**config.mk**
```make
export PLATFORM = sky130hd
export DESIGN_NAME = img2col_map_sequencer
export DESIGN_NICKNAME = d
export VERILOG_FILES = /design/src/rtl/img2col_map_sequencer.sv
export SDC_FILE = /design/constraint.sdc
export NUM_CORES = 1
export LEC_CHECK = 0
export CORE_ASPECT_RATIO = 0.75
export CORE_UTILIZATION = 48
export CTS_BUF_LIST = sky130_fd_sc_hd__clkbuf_4
export DETAILED_ROUTE_END_ITERATION = 7
export GPL_TIMING_DRIVEN = 0
export PLACE_DENSITY = 0.78
export SYNTH_ARGS = -nofsm -noshare
export SYNTH_HDL_FRONTEND = slang
export SYNTH_SLANG_ARGS = --single-unit
export TNS_END_PERCENT = 20
```
**constraint.sdc**
```tcl
create_clock -name clk -period 1.7 [get_ports clk]
set_input_delay 0.34 -clock clk [delete_from_list [all_inputs] [get_ports clk]]
set_output_delay 0.34 -clock clk [all_outputs]
set_load 0.02 [all_outputs]
```
**src/rtl/img2col_map_sequencer.sv**
```systemverilog
// rtl/img2col_map_sequencer.sv - IDLE/FILL/RUN counter sequencer for img2col PU buffer mapping
// Optional step counter output enabled by macro MAP_SEQ_STEP_CNT_EN.
module img2col_map_sequencer #(
    parameter int ADDR_DEPTH = 5,
    parameter int NUM_PU     = 28,
    parameter int FILL_ROWS  = 5,
    parameter int NUM_ROUNDS = 28,
    localparam int AW = ($clog2(ADDR_DEPTH) > 1) ? $clog2(ADDR_DEPTH) : 1,
    localparam int PW = ($clog2(NUM_PU)     > 1) ? $clog2(NUM_PU)     : 1,
    localparam int RW = ($clog2(FILL_ROWS)  > 1) ? $clog2(FILL_ROWS)  : 1,
    localparam int NW = ($clog2(NUM_ROUNDS) > 1) ? $clog2(NUM_ROUNDS) : 1
) (
    input  logic          clk,
    input  logic          rst,
    input  logic          start,
    input  logic          stall,
    input  logic          abort,
    output logic          valid,
    output logic          busy,
    output logic          done,
    output logic [1:0]    phase,
    output logic [AW-1:0] pu_addr,
    output logic [PW-1:0] pu_no,
    output logic [RW-1:0] row_no,
`ifdef MAP_SEQ_STEP_CNT_EN
    output logic [NW-1:0] round_no,
    output logic [31:0]   step_cnt
`else
    output logic [NW-1:0] round_no
`endif
);

    typedef enum logic [1:0] {
        ST_IDLE = 2'b00,
        ST_FILL = 2'b01,
        ST_RUN  = 2'b10
    } state_t;

    localparam logic [AW-1:0] ADDR_LAST  = AW'(ADDR_DEPTH - 1);
    localparam logic [PW-1:0] PU_LAST    = PW'(NUM_PU - 1);
    localparam logic [RW-1:0] ROW_LAST   = RW'(FILL_ROWS - 1);
    localparam logic [NW-1:0] ROUND_LAST = NW'(NUM_ROUNDS - 1);

    state_t        r_state, w_state_nxt;
    logic [AW-1:0] r_pu_addr, w_pu_addr_nxt;
    logic [PW-1:0] r_pu_no, w_pu_no_nxt;
    logic [RW-1:0] r_row_no, w_row_no_nxt;
    logic [NW-1:0] r_round_no, w_round_no_nxt;
    logic          r_done, w_done_nxt;
    logic          w_busy;
    logic          w_step;
    logic          w_wrap;

    assign w_busy = (r_state != ST_IDLE);
    assign w_step = w_busy & ~stall;
    // a full PU sweep has completed on this step; carries into row/round
    assign w_wrap = (r_pu_addr == ADDR_LAST) && (r_pu_no == PU_LAST);

    always_comb begin
        w_state_nxt    = r_state;
        w_pu_addr_nxt  = r_pu_addr;
        w_pu_no_nxt    = r_pu_no;
        w_row_no_nxt   = r_row_no;
        w_round_no_nxt = r_round_no;
        w_done_nxt     = 1'b0;
        case (r_state)
            ST_IDLE: begin
                w_pu_addr_nxt  = '0;
                w_pu_no_nxt    = '0;
                w_row_no_nxt   = '0;
                w_round_no_nxt = '0;
                if (start && !abort) begin
                    w_state_nxt = ST_FILL;
                end
            end
            ST_FILL, ST_RUN: begin
                if (abort) begin
                    w_state_nxt    = ST_IDLE;
                    w_pu_addr_nxt  = '0;
                    w_pu_no_nxt    = '0;
                    w_row_no_nxt   = '0;
                    w_round_no_nxt = '0;
                end else if (w_step) begin
                    if (r_pu_addr != ADDR_LAST) begin
                        w_pu_addr_nxt = r_pu_addr + AW'(1);
                    end else begin
                        w_pu_addr_nxt = '0;
                        w_pu_no_nxt   = (r_pu_no == PU_LAST) ? '0 : r_pu_no + PW'(1);
                    end
                    if (w_wrap && r_state == ST_FILL) begin
                        if (r_row_no == ROW_LAST) begin
                            w_state_nxt    = ST_RUN;
                            w_round_no_nxt = '0;
                        end else begin
                            w_row_no_nxt = r_row_no + RW'(1);
                        end
                    end else if (w_wrap) begin
                        if (r_round_no == ROUND_LAST) begin
                            w_state_nxt    = ST_IDLE;
                            w_row_no_nxt   = '0;
                            w_round_no_nxt = '0;
                            w_done_nxt     = 1'b1;
                        end else begin
                            w_round_no_nxt = r_round_no + NW'(1);
                        end
                    end
                end
            end
            default: begin
                w_state_nxt    = ST_IDLE;
                w_pu_addr_nxt  = '0;
                w_pu_no_nxt    = '0;
                w_row_no_nxt   = '0;
                w_round_no_nxt = '0;
            end
        endcase
    end

    always_ff @(posedge clk or posedge rst) begin
        if (rst) begin
            r_state    <= ST_IDLE;
            r_pu_addr  <= '0;
            r_pu_no    <= '0;
            r_row_no   <= '0;
            r_round_no <= '0;
            r_done     <= 1'b0;
        end else begin
            r_state    <= w_state_nxt;
            r_pu_addr  <= w_pu_addr_nxt;
            r_pu_no    <= w_pu_no_nxt;
            r_row_no   <= w_row_no_nxt;
            r_round_no <= w_round_no_nxt;
            r_done     <= w_done_nxt;
        end
    end

`ifdef MAP_SEQ_STEP_CNT_EN
    logic [31:0] r_step_cnt;

    // survives return to IDLE so software can read the count of the last job
    always_ff @(posedge clk or posedge rst) begin
        if (rst) begin
            r_step_cnt <= '0;
        end else if (r_state == ST_IDLE && w_state_nxt == ST_FILL) begin
            r_step_cnt <= '0;
        end else if (w_step && !abort) begin
            r_step_cnt <= r_step_cnt + 32'd1;
        end
    end

    assign step_cnt = r_step_cnt;
`endif

    assign valid    = w_step;
    assign busy     = w_busy;
    assign done     = r_done;
    assign phase    = r_state;
    assign pu_addr  = r_pu_addr;
    assign pu_no    = r_pu_no;
    assign row_no   = r_row_no;
    assign round_no = r_round_no;

endmodule

```
==> run_1/registers.png <==
Bar = 20 µm. Other sequential cells in the stronger grey, the rest of the logic in the fainter grey.
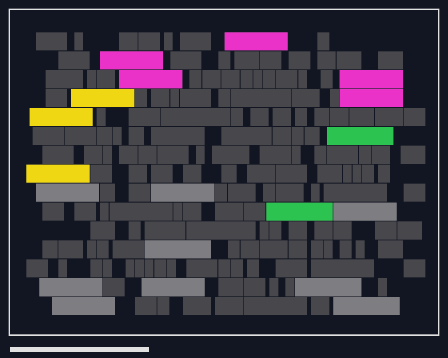
legend:
  green:
    netlist_name: phase
    flops: 2
  yellow:
    netlist_name: row_no
    flops: 3
  magenta:
    netlist_name: round_no
    flops: 5
not coloured: 9
Final Util: 76.72%
sequential power: 0.504 mW
flop share of the area: 26.14%
Seq. cell area: 481.7 µm²

==> run_1/metal_stack.png <==
Only two layers are drawn.
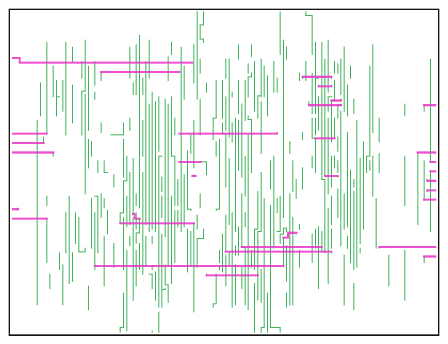
legend:
  magenta:
    layer: met3
    wire_length: 187 µm
  green:
    layer: met2
    wire_length: 1680 µm

==> run_1/port_nets.png <==
Bar = 20 µm.
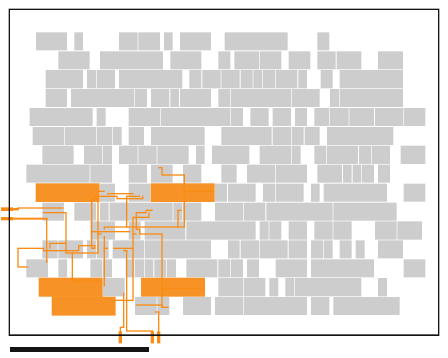
legend:
  orange:
    port: pu_no
    bits: 5
    direction: output
    end_cells: 5
    buffers: 5
    wire: 217 µm
PortBufs: 25
io pins: 26

==> run_1/final_congestion.png <==
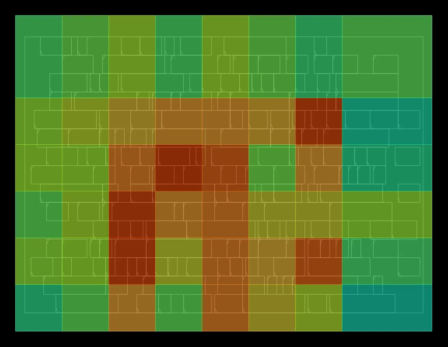
met2 Use GR: 41.08%
wire per inst: 16.10 µm

==> results.cfg, run 1 <==
; yosys + openroad results
[status]
status = finished, violations left
violations = setup timing

[logic_synthesis]
yosys_cells = 134
syn_area_um2 = 1277
yosys-top-cells-count = 19 x dfrtp_1, 11 x a21oi_1, 11 x inv_1, 11 x nor2_1
async_flop_share_pct = 100.0
dominantRegCellSynth = dfrtp_1
yosys_warnings = 0
yosys_area_um2 = 1277
yosys.area.top_type = dfrtp_1
syn-num-nets = 148
synth_cells = 134
top_area_share_pct = 37.22
edf_count = 0
synth.distinct_cells = 45
top_cell = dfrtp_1
post_synth.cell_area_avg_um2 = 9.533
top_cells_by_area = dfrtp_1 37%, ha_1 8.8%, a21oi_1 4.3%
seq_area_frac_synth_pct = 37.22
numSynthFlops = 19

[power]
total_leakage_power_nw = 0.9647
power_density_nw_per_um2 = 722.2
finalPower_mw = 1.331
vdd_ir_drop_max_mv = 0.4729

[setup_path]
critPathTopFamily = multiplexers
critPathCaptureType = flip-flop
cp_num_buf_inv = 1
crit_slowest_cell = dfrtp_2
cp_max_fo = 5
crit_start = phase[0]
worst_setup_path_start_kind = flip-flop
path_cells = buf_6 -> ha_4 -> and3_4 -> mux2_4 -> a211oi_2 -> mux2_1
arrival_ns = 2.08
path_class = reg -> reg
max_stage_delay_ns = 0.46
required_ns = 1.91
reg2reg_from = phase[0]

[drt]
drt_iter0_drc = 89
vias = 1210
dr.pass1.iters = 4
via_per_inst = 5.789
wirelength_mm = 3.365
ant_nets = 0
drc = 0

[cts]
cts_root_buf = clkbuf_4
cts_tree = built
cts.sink_count = 19
cts.path.max_buffers = 2
cts_buffers = 3
clk_pin_slew_ns = 0.12
clk_latency_ns = 0.31
postCtsHoldBufs = 0
h-tree-depth = 1

[cells_and_area]
lay_top_count = dfrtp_1
comb_share_pct = 46.44
dominant_cells = combinational gates
inverters = 11
flops = 19
layout.nets = 190
buffer_area_share_pct = 21.25
nonClockBufferCount = 43
clock_area_share_pct = 1.629
clkbuf_count = 4
antenna_cells = 0
most-common-layout-cells = 14 x dfrtp_1, 12 x dlygate4sd2_1, 11 x buf_4
area_growth_pct = 44.27
logic_gates = 98
comb_area_um2 = 855.8
drive_above_1_share_pct = 31.43
nFillCells = 198

[floorplanning]
taps = 34
placementRows = 15
coreArea_um2 = 2402
die_y_um = 46.68
die_w_um = 61.57
chipArea_um2 = 2874
fp_util_pct = 53.18

[timing]
min_period_over_period_pct = 110.1
hold_viol = 0
setup_viol = 13
fin_ws_ns = -0.1717
rsz0062_at_grt = true
timing.fmax_ghz = 0.5343
slew_headroom_pct = 50.55
worstMarginPinSlew_ns = 0.7409
period_minus_slack_ns = 1.872
setup_tns_ns = -1.083
slew_viol_final = 0
fin_skew_ns = 0.01474

[global_routing]
grt_max_degree = 20
antenna_found_initial = 0
grt_pass1_wl_mm = 5.071
grt-ovfl-total = 0
grt_usage_pct = 25.00
first_global_vias = 1070

[min_path]
hold_path.class = in -> async

[run]
maxCapViolations = 0
log.warning_count = 33

[place]
place_congestion = 0.8076
hpwl_mm = 2.113
[run 1: timing repair]
item | in CTS | in global routing
setup buffers | 7 | 5
hold endpoints to repair | 0 | 0
resized | 40 | 19
pin swaps | 4 | 8
endpoints found under the setup margin | 29 | 21
[run 1: through the flow]
step,cell area (µm²),hold slack (ns),instances,worst slack [ns],util (%)
2_1_floorplan,1303,0.2909,134,-0.1383,-
3_3_place_gp,1595,0.5323,193,-0.3557,66.41
3_5_place_dp,1595,0.5348,193,-0.4082,66.41
4_1_cts,1730,0.4850,204,-0.1012,72.03
5_1_grt,1843,0.5117,209,-0.2040,76.72
6_report,1843,0.4435,209,-0.1717,76.72
[run 1: logic make-up after synthesis]
logic type                 after synthesis  synth area share [%]
DFF                                     19                 37.22
buffers and inverters                   17                 5.974
muxes                                    7                 6.072
AOI/OAI and AO/OA                       38                 22.04
and+or+nand+nor                         44                 19.88
adders and majority gates                9                 8.815
[run 1: report_power, final]
group | switching (mW) | total, mW | internal [mW]
clock | 0.147 | 0.255 | 0.108
combinational | 0.304 | 0.572 | 0.268
sequential | 0.0292 | 0.504 | 0.475
[run 1: worst paths after layout]
check,endpoint,slack [ns],cells after the start
worst max-delay path,phase[1],-0.17,6
worst min-delay path,pu_addr[2],0.44,2
worst max register to register,phase[1],-0.17,6
worst min register to register,row_no[2],0.56,1
max in group asynchronous,pu_addr[1],0.73,2
min in group clk,row_no[2],0.56,1
[run 1: registers in the layout, summed over array words and instances, names as in the netlist]
name / count
pu_no: 5
phase: 2
pu_addr: 3
round_no: 5
row_no: 3
done: 1
[run 1: layer usage]
layer	up-vias	global-route usage (%)	wire length, µm
met1	584	33.39	1466
met4	0	5.333	29
met3	5	6.180	186
met2	47	41.08	1683
li1	574	-	-
met5	-	0	0
==> run 2: changes to the inputs <==
--- a/config.mk
+++ b/config.mk
@@ -10,7 +10,9 @@
 export CTS_BUF_LIST = sky130_fd_sc_hd__clkbuf_4
 export DETAILED_ROUTE_END_ITERATION = 7
 export GPL_TIMING_DRIVEN = 0
+export MAX_ROUTING_LAYER = met4
 export PLACE_DENSITY = 0.78
+export REMOVE_ABC_BUFFERS = 1
 export SYNTH_ARGS = -nofsm -noshare
 export SYNTH_HDL_FRONTEND = slang
 export SYNTH_SLANG_ARGS = --single-unit
==> run_2/port_nets.png <==
Bar = 20 µm.
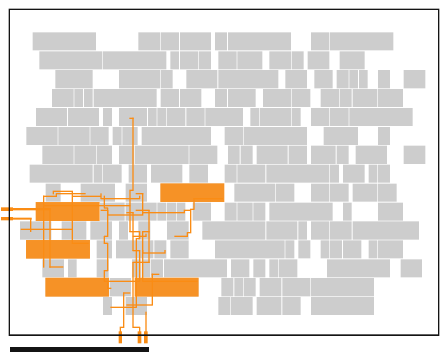
legend:
  orange:
    port: pu_no
    bits: 5
    direction: output
    end_cells: 5
    buffers: 5
    wire: 239 µm

==> results.cfg, run 2 <==
; yosys + openroad results
[status]
status = finished, violations left
violations = setup timing

[floorplanning]
chipArea_um2 = 2874
coreArea_um2 = 2402
fp_util_pct = 53.18
die_y_um = 46.68
placementRows = 15
die_w_um = 61.57
io_pins = 26

[timing]
setup_viol = 10
timing.fmax_ghz = 0.5488
slew_headroom_pct = 49.62
fin_skew_ns = 0.01734
slew_viol_final = 0
fin_ws_ns = -0.1223
period_minus_slack_ns = 1.822
setup_tns_ns = -0.6128
rsz0062_at_grt = true
min_period_over_period_pct = 107.2
worstMarginPinSlew_ns = 0.7549
hold_viol = 0

[setup_path]
critPathCaptureType = flip-flop
path_class = reg -> reg
reg2reg_depth = 6
crit_start = phase[1]
worst_setup_path_start_kind = flip-flop
required_ns = 1.92
timing.rr.end = phase[1]
cp_max_fo = 3
arrival_ns = 2.04
crit_end = phase[1]
rrSetupSlack_ns = -0.12
reg2reg_from = phase[1]

[logic_synthesis]
dominantRegCellSynth = dfrtp_1
seq_area_frac_synth_pct = 37.22
synth_cells = 134
top_area_share_pct = 37.22
yosys_warnings = 0
post_synth.cell_area_avg_um2 = 9.533
async_flop_share_pct = 100.0
top_cell = dfrtp_1
yosys-top-cells-count = 19 x dfrtp_1, 11 x a21oi_1, 11 x inv_1, 11 x nor2_1
top_cells_by_area = dfrtp_1 37%, ha_1 8.8%, a21oi_1 4.3%
yosys_area_um2 = 1277
syn_area_um2 = 1277
yosys_cells = 134
numSynthFlops = 19
synth.distinct_cells = 45
edf_count = 0
yosys.area.top_type = dfrtp_1

[cells_and_area]
most-common-layout-cells = 18 x dfrtp_1, 17 x buf_4, 12 x dlygate4sd2_1
antenna_cells = 0
nFillCells = 189
final_core_util_pct = 75.83
comb_area_um2 = 857.1
layout.nets = 189
lay_top_count = dfrtp_1
drive_above_1_share_pct = 31.61
area_growth_pct = 42.61
flop_area_um2 = 476.7

[drt]
wirelength_mm = 3.173
dr.pass1.iters = 4
drt-met1-wl_mm = 1.550
via_per_inst = 5.678
ant_nets = 0
dr_wl_met3_um = 143
drt_iter0_drc = 73
wire_per_inst_um = 15.25
met2_length_mm = 1.434
vias = 1181
drc = 0
routed.top_layer = met4

[cts]
cts_buffers = 3
clk_latency_ns = 0.32
cts.sink_count = 19
clk_pin_slew_ns = 0.12
postCtsHoldBufs = 0
cts.path.max_buffers = 2
h-tree-depth = 1
cts_tree = built
cts_root_buf = clkbuf_4

[global_routing]
grt-ovfl-total = 0
antenna_found_initial = 0
met2_usage_pct = 39.35
grt-busiest-layer = met2
met1_usage_pct = 34.99
first_global_vias = 1029
grt_pass1_wl_mm = 5.043
grt_usage_pct = 25.41
grt_max_degree = 20
met3_usage_pct = 5.056

[place]
port_buffers = 25
hpwl_mm = 1.899
place_congestion = 0.8099

[power]
p_seq_share_pct = 37.9
vdd_ir_drop_max_mv = 0.4785
switching_share_pct = 35.69
p_sw_mw = 0.4748
total_leakage_power_nw = 0.9800
p_int_mw = 0.8558
power_density_nw_per_um2 = 730.4
clkPwrFrac_pct = 19.5
finalPower_mw = 1.331
combPwrFrac_pct = 42.6

[min_path]
hold_path.class = in -> async

[run]
maxCapViolations = 0
log.warning_count = 31
[run 2: cell count changes in the layout (fill, tap and decap cells not counted), sizes merged]
cell,delta
clkbuf,-2
buf,+1
[run 2: cells by family (layout without fill, tap and decap cells)]
family	Yosys count	after routing	synth area share, %
fa+ha+maj	9	9	8.815
buf+inv	17	57	5.974
simple gates	44	44	19.88
mux	7	7	6.072
compound gates	38	38	22.04
flops	19	19	37.22
[run 2: per-stage QoR]
stage	cells	worst slack, ns	instance area (µm²)	hold slack, ns
4_1_cts	205	-0.08297	1745	0.4730
5_1_grt	208	-0.1587	1822	0.4981
6_report	208	-0.1223	1822	0.4429
3_5_place_dp	187	-0.7798	1535	0.5481
3_3_place_gp	187	-0.7565	1535	0.5412
2_1_floorplan	128	-0.5483	1242	0.2911
[run 2: power groups by stage]
stage                     Sequential (mW)  Combinational [mW]  Clock (mW)
after floorplan                     0.529               0.226           0
after global placement              0.507               0.376           0
after detailed placement            0.510               0.387           0
after CTS                           0.505               0.510       0.263
after global routing                0.509               0.615       0.295
final                               0.504               0.567       0.260
[run 2: area by class of cell]
class                   instances  area share [%]
flip-flops and latches         19           26.17
well taps                      34           2.335
inverters                      11           2.266
multi-input cells              98           47.05
repair buffers                 42           20.54
clock buffers                   4           1.648
[run 2: worst max-delay path, cell delays in order, from the launching register on]
cell	delay (ns)
dfrtp_1	0.42
inv_2	0.12
ha_4	0.15
and3_4	0.19
mux2_4	0.31
a211oi_2	0.20
mux2_1	0.34
[run 2: what timing repair did]
item                       4_1_cts  5_1_grt
pin swaps                       10        3
cloned                           0        0
gates resized                   47       16
buffers inserted                14        3
setup endpoints to repair       25       20
Power figures rest on the tool's default switching activity, not on a simulated workload.
